### config.mk
export PLATFORM = sky130hd
export DESIGN_NAME = riscv_muldiv_alu
export DESIGN_NICKNAME = d
export VERILOG_FILES = /design/src/rtl/riscv_alu_pkg.sv /design/src/rtl/riscv_div_step.sv /design/src/rtl/riscv_muldiv_alu.sv
export SDC_FILE = /design/constraint.sdc
export NUM_CORES = 1
export LEC_CHECK = 0
export ABC_AREA = 1
export CAP_MARGIN = 30
export CORE_MARGIN = 1
export CORE_UTILIZATION = 55
export CTS_CLUSTER_DIAMETER = 30
export CTS_CLUSTER_SIZE = 28
export DETAILED_ROUTE_END_ITERATION = 10
export DONT_BUFFER_PORTS = 1
export PLACE_DENSITY = 0.67
export SLEW_MARGIN = 10
export SYNTH_ARGS = -nofsm -noshare
export SYNTH_HDL_FRONTEND = slang
export SYNTH_HIERARCHICAL = 1
export SYNTH_SLANG_ARGS = --single-unit
export TNS_END_PERCENT = 10
### constraint.sdc
create_clock -name clk -period 4.55 [get_ports clk]
set_input_delay 0.6825 -clock clk [delete_from_list [all_inputs] [get_ports clk]]
set_output_delay 0.6825 -clock clk [all_outputs]
set_load 0.02 [all_outputs]
### src/rtl/riscv_alu_pkg.sv
// Shared definitions for the RISC-V mul/div ALU: ALUctl opcodes, FSM encoding
// and opcode classification helpers.
package riscv_alu_pkg;

    localparam logic [3:0] OP_AND   = 4'b0000;
    localparam logic [3:0] OP_OR    = 4'b0001;
    localparam logic [3:0] OP_ADD   = 4'b0010;
    localparam logic [3:0] OP_XOR   = 4'b0011;
    localparam logic [3:0] OP_SUB   = 4'b0110;
    localparam logic [3:0] OP_SLT   = 4'b0111;
    localparam logic [3:0] OP_SLTU  = 4'b1000;
    localparam logic [3:0] OP_MUL   = 4'b1001;
    localparam logic [3:0] OP_MULHU = 4'b1010;
    localparam logic [3:0] OP_DIV   = 4'b1011;
    localparam logic [3:0] OP_NOR   = 4'b1100;
    localparam logic [3:0] OP_DIVU  = 4'b1101;
    localparam logic [3:0] OP_REMU  = 4'b1110;
    localparam logic [3:0] OP_REM   = 4'b1111;

    typedef enum logic [1:0] {
        S_IDLE = 2'b00,
        S_RUN  = 2'b01,
        S_DONE = 2'b10
    } state_e;

    // True for the four divide/remainder opcodes (they share the divide datapath).
    function automatic logic is_div_op(input logic [3:0] op);
        case (op)
            OP_DIVU, OP_REMU, OP_DIV, OP_REM: is_div_op = 1'b1;
            default:                          is_div_op = 1'b0;
        endcase
    endfunction

endpackage

### src/rtl/riscv_div_step.sv
// One restoring-divide iteration: shift the next dividend bit into the partial
// remainder, trial-subtract the divisor and keep the difference if it did not borrow.
module riscv_div_step #(
    parameter int XLEN = 32
) (
    input  logic [XLEN-1:0] rem_i,
    input  logic [XLEN-1:0] dvd_i,
    input  logic [XLEN-1:0] divisor_i,
    output logic [XLEN-1:0] rem_o,
    output logic [XLEN-1:0] dvd_o
);

    logic [XLEN:0] trial_s;
    logic [XLEN:0] diff_s;

    assign trial_s = {rem_i, dvd_i[XLEN-1]};
    assign diff_s  = trial_s - {1'b0, divisor_i};

    // Restore on borrow; the quotient bit enters where the dividend bit left.
    always_comb begin
        rem_o = trial_s[XLEN-1:0];
        dvd_o = {dvd_i[XLEN-2:0], 1'b0};
        if (diff_s[XLEN] == 1'b0) begin
            rem_o = diff_s[XLEN-1:0];
            dvd_o = {dvd_i[XLEN-2:0], 1'b1};
        end else begin
            rem_o = trial_s[XLEN-1:0];
            dvd_o = {dvd_i[XLEN-2:0], 1'b0};
        end
    end

endmodule

### src/rtl/riscv_muldiv_alu.sv
// Multi-cycle RISC-V ALU: single-cycle logic/arith ops, shift-add multiply and
// restoring divide, with a start/busy/done handshake and registered result.
module riscv_muldiv_alu
    import riscv_alu_pkg::*;
#(
    parameter int XLEN = 32
) (
    input  logic            clk,
    input  logic            reset,
    input  logic            start,
    input  logic [3:0]      ALUctl,
    input  logic [XLEN-1:0] A,
    input  logic [XLEN-1:0] B,
    output logic [XLEN-1:0] ALUOut,
    output logic            Zero,
    output logic            busy,
    output logic            done
);

    localparam int CW = $clog2(XLEN) + 1;
    localparam logic [XLEN-1:0] ZERO_W  = {XLEN{1'b0}};
    localparam logic [XLEN-1:0] ONES_W  = {XLEN{1'b1}};
    localparam logic [XLEN-1:0] MOST_NEG = {1'b1, {(XLEN-1){1'b0}}};

    state_e              state_q, state_d;
    logic [CW-1:0]       cnt_q, cnt_d;
    logic [3:0]          op_q, op_d;
    logic [2*XLEN-1:0]   acc_q, acc_d;
    logic [XLEN-1:0]     opb_q, opb_d;
    logic                qneg_q, qneg_d, rneg_q, rneg_d;
    logic [XLEN-1:0]     res_q, res_d;
    logic                zero_q, busy_q, busy_d, done_q;

    logic [XLEN:0]       mul_sum_s;
    logic [XLEN-1:0]     step_rem_s, step_dvd_s, abs_a_s, abs_b_s;
    logic [2*XLEN-1:0]   iter_next_s;

    // acc holds {partial product high, multiplier} for MUL and {remainder, dividend/quotient} for DIV.
    assign mul_sum_s = {1'b0, acc_q[2*XLEN-1:XLEN]} + {1'b0, (acc_q[0] ? opb_q : ZERO_W)};
    assign abs_a_s   = A[XLEN-1] ? -A : A;
    assign abs_b_s   = B[XLEN-1] ? -B : B;

    riscv_div_step #(.XLEN(XLEN)) u_div_step (
        .rem_i     (acc_q[2*XLEN-1:XLEN]),
        .dvd_i     (acc_q[XLEN-1:0]),
        .divisor_i (opb_q),
        .rem_o     (step_rem_s),
        .dvd_o     (step_dvd_s)
    );

    assign iter_next_s = is_div_op(op_q) ? {step_rem_s, step_dvd_s}
                                         : {mul_sum_s, acc_q[XLEN-1:1]};

    // Next-state, operand capture and result selection.
    always_comb begin
        state_d = state_q;
        cnt_d   = cnt_q;
        op_d    = op_q;
        acc_d   = acc_q;
        opb_d   = opb_q;
        qneg_d  = qneg_q;
        rneg_d  = rneg_q;
        res_d   = res_q;
        busy_d  = busy_q;
        case (state_q)
            S_IDLE: begin
                if (start) begin
                    op_d    = ALUctl;
                    busy_d  = 1'b1;
                    cnt_d   = {CW{1'b0}};
                    state_d = S_DONE;
                    acc_d   = {ZERO_W, A};
                    opb_d   = B;
                    qneg_d  = 1'b0;
                    rneg_d  = 1'b0;
                    case (ALUctl)
                        OP_AND:  res_d = A & B;
                        OP_OR:   res_d = A | B;
                        OP_XOR:  res_d = A ^ B;
                        OP_NOR:  res_d = ~(A | B);
                        OP_ADD:  res_d = A + B;
                        OP_SUB:  res_d = A - B;
                        OP_SLT:  res_d = {{(XLEN-1){1'b0}}, ($signed(A) < $signed(B))};
                        OP_SLTU: res_d = {{(XLEN-1){1'b0}}, (A < B)};
                        OP_MUL, OP_MULHU: state_d = S_RUN;
                        OP_DIVU, OP_REMU: begin
                            if (B == ZERO_W) begin
                                res_d = (ALUctl == OP_DIVU) ? ONES_W : A;
                            end else begin
                                state_d = S_RUN;
                            end
                        end
                        OP_DIV, OP_REM: begin
                            if (B == ZERO_W) begin
                                res_d = (ALUctl == OP_DIV) ? ONES_W : A;
                            end else if ((A == MOST_NEG) && (B == ONES_W)) begin
                                res_d = (ALUctl == OP_DIV) ? A : ZERO_W;
                            end else begin
                                acc_d   = {ZERO_W, abs_a_s};
                                opb_d   = abs_b_s;
                                qneg_d  = A[XLEN-1] ^ B[XLEN-1];
                                rneg_d  = A[XLEN-1];
                                state_d = S_RUN;
                            end
                        end
                        default: res_d = ZERO_W;
                    endcase
                end else begin
                    state_d = S_IDLE;
                end
            end
            S_RUN: begin
                acc_d = iter_next_s;
                cnt_d = cnt_q + CW'(1);
                if (cnt_d == CW'(XLEN)) begin
                    state_d = S_DONE;
                    busy_d  = 1'b0;
                    case (op_q)
                        OP_MUL:   res_d = iter_next_s[XLEN-1:0];
                        OP_MULHU: res_d = iter_next_s[2*XLEN-1:XLEN];
                        OP_DIVU:  res_d = iter_next_s[XLEN-1:0];
                        OP_REMU:  res_d = iter_next_s[2*XLEN-1:XLEN];
                        OP_DIV:   res_d = qneg_q ? -iter_next_s[XLEN-1:0] : iter_next_s[XLEN-1:0];
                        OP_REM:   res_d = rneg_q ? -iter_next_s[2*XLEN-1:XLEN] : iter_next_s[2*XLEN-1:XLEN];
                        default:  res_d = ZERO_W;
                    endcase
                end else begin
                    state_d = S_RUN;
                end
            end
            S_DONE: begin
                state_d = S_IDLE;
                busy_d  = 1'b0;
            end
            default: begin
                state_d = S_IDLE;
                busy_d  = 1'b0;
            end
        endcase
    end

    // State and datapath registers; reset discards any operation in flight.
    always_ff @(posedge clk) begin
        if (reset) begin
            state_q <= S_IDLE;
            cnt_q   <= {CW{1'b0}};
            op_q    <= 4'b0000;
            acc_q   <= {(2*XLEN){1'b0}};
            opb_q   <= ZERO_W;
            qneg_q  <= 1'b0;
            rneg_q  <= 1'b0;
            res_q   <= ZERO_W;
            zero_q  <= 1'b1;
            busy_q  <= 1'b0;
            done_q  <= 1'b0;
        end else begin
            state_q <= state_d;
            cnt_q   <= cnt_d;
            op_q    <= op_d;
            acc_q   <= acc_d;
            opb_q   <= opb_d;
            qneg_q  <= qneg_d;
            rneg_q  <= rneg_d;
            res_q   <= res_d;
            zero_q  <= (res_d == ZERO_W);
            busy_q  <= busy_d;
            done_q  <= (state_d == S_DONE);
        end
    end

    assign ALUOut = res_q;
    assign Zero   = zero_q;
    assign busy   = busy_q;
    assign done   = done_q;

endmodule

Run 1, close-up of the layout:
Window x 133 to 183, y 133 to 183 µm. Cells in gray, sequential cells in the stronger gray; small squares are vias.
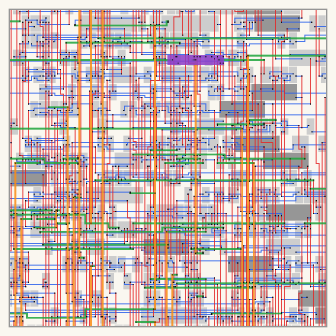
Red marks met2. Purple marks met5. Green marks met3. Orange marks met4. Blue marks met1.
264 logic cells have their middle in the window. Netlist names of flops here include `acc_q` (6), `opb_q` (4). Most frequent: nand2_1 (111), inv_1 (45), nand3_1 (21). Sequential cells in the window: 10.

Run 1, pin placement:
Scale: 2 px per µm. Pins as bars across the die edge, other pins in gray.
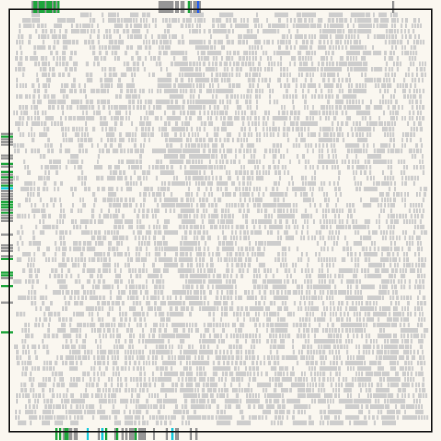
Cyan marks `ALUctl`, pins 4, direction input, edge 3 bottom, 1 left. Blue marks `done`, pins 1, direction output, edge top. Green marks `A`, pins 32, direction input, edge 14 left, 11 top, 7 bottom.
All pins by edge: 40 left, 34 top, 32 bottom.
Chip Width: 210.5 µm
# port buffers: 0

Run 1, metal 4:
Scale: 2 px per µm. Supply wires on this layer in gray. Cells faint in the background.
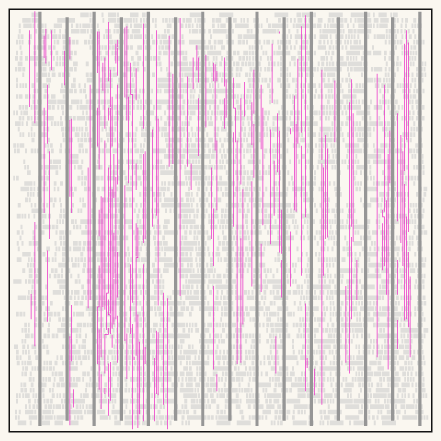
138 nets have wire on it. The wires run mostly vertical. The layer carries 6980 µm of wire. The layer holds 6.8% of the routed length.
final wirelength: 102.6 mm
Vias: 29490

==> ci_impl_report.md, run 1 <==
## Synthesis and layout report

| Metric | Value |
|---|---|
| Gpl congestion | `1.051` |
| Final Util | `0.5945` |
| Post-synth EDFFs | `0` |
| Floorplan Nets | `4733` |
| Most numerous logic cells after layout | `nand2_1, inv_1, nor2_1` |
| Global route total overflow | `0` |
| # rows | `76` |
| Worst R2R Start | `acc_q[31]$_SDFFE_PP0P_` |
| Mapped Cells | `4491` |
| WL/cell | `20.36 µm` |
| Worst-path fanout max | `3` |
| Sw Ratio | `0.4465` |
| Commonest Layout Cell | `nand2_1` |
| Yosys synthesis chip area | `23920 µm²` |
| Synth area leaders | `nand2_1, dfxtp_1, inv_1` |
| Most instantiated library cell after synthesis | `nand2_1` |
| Logic area | `17690 µm²` |
| Sequential Power | `1470 µW` |
| Flop count | `145` |
| Routing usage on met1 | `0.5673` |
| Nonclk buf count | `117` |
| Max H-tree Level | `4` |
| Top Consumer | `combinational cells` |
| First-pass GRT wire length | `154.4 mm` |
| Final Cycle Share | `0.9608` |
| Area fraction in compound gates | `0.1901` |
| P&R area growth vs syn | `6.843%` |
| Simple share | `0.4243` |
| Internal | `3069 µW` |
| Core footprint | `42980 µm²` |
| Final setup margin | `178.4 ps` |
| Sequential Power Share | `0.265` |
| Startpoint Class | `flop` |
| Status | `complete, no violations` |
| Peak supply drop | `0.1788 mV` |
| Fill cell count | `4713` |
| Via density | `5.848` |
==> run 2: changes to the inputs <==
- CTS_CLUSTER_DIAMETER: 30 -> unset
Run 2, pin placement:
Scale: 2 px per µm. Pins as bars across the die edge, other pins in gray.
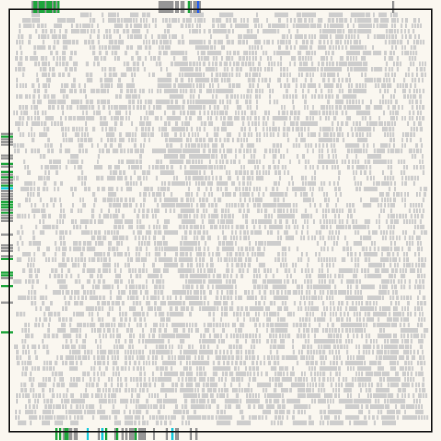
Blue marks `done`, pins 1, direction output, edge top. Cyan marks `ALUctl`, pins 4, direction input, edge 3 bottom, 1 left. Green marks `A`, pins 32, direction input, edge 14 left, 11 top, 7 bottom.
All pins by edge: 40 left, 34 top, 32 bottom.
chip height: 210.5 µm

Run 2, clock routing:
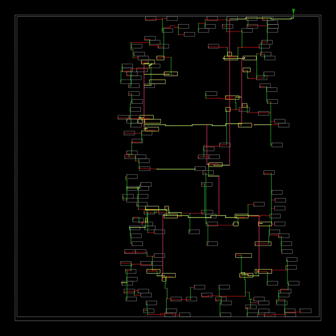
clock buffer count: 21
total CTS buffers: 17
Worst Skew: 13.05 ps
CTS sink cnt: 145

==> ci_impl_report.md, run 2 <==
## Synthesis and layout report

| Metric | Value |
|---|---|
| Top Consumer | `combinational cells` |
| Status | `complete, no violations` |
| Gpl congestion | `1.051` |
| Worst R2R Start | `acc_q[31]$_SDFFE_PP0P_` |
| Area fraction in compound gates | `0.1901` |
| Worst-path fanout max | `3` |
| Vias | `29490` |
| First-pass GRT wire length | `154.4 mm` |
| P&R area growth vs syn | `6.843%` |
| Fill cell count | `4713` |
| Final wirelength | `102.6 mm` |
| Most numerous logic cells after layout | `nand2_1, inv_1, nor2_1` |
| Flop count | `145` |
| Global route total overflow | `0` |
| Commonest Layout Cell | `nand2_1` |
| Peak supply drop | `0.1788 mV` |
| Mapped Cells | `4491` |
| # rows | `76` |
| Startpoint Class | `flop` |
| Sequential Power | `1470 µW` |
| Logic area | `17690 µm²` |
| WL/cell | `20.36 µm` |
| Final Util | `0.5945` |
| Core footprint | `42980 µm²` |
| Nonclk buf count | `117` |
| Sw Ratio | `0.4465` |
| Simple share | `0.4243` |
| Yosys synthesis chip area | `23920 µm²` |
| Final Cycle Share | `0.9608` |
| Via density | `5.848` |
| Most instantiated library cell after synthesis | `nand2_1` |
| # port buffers | `0` |
| Chip Width | `210.5 µm` |
No activity file was given, so power comes from the tool's default toggle rates.
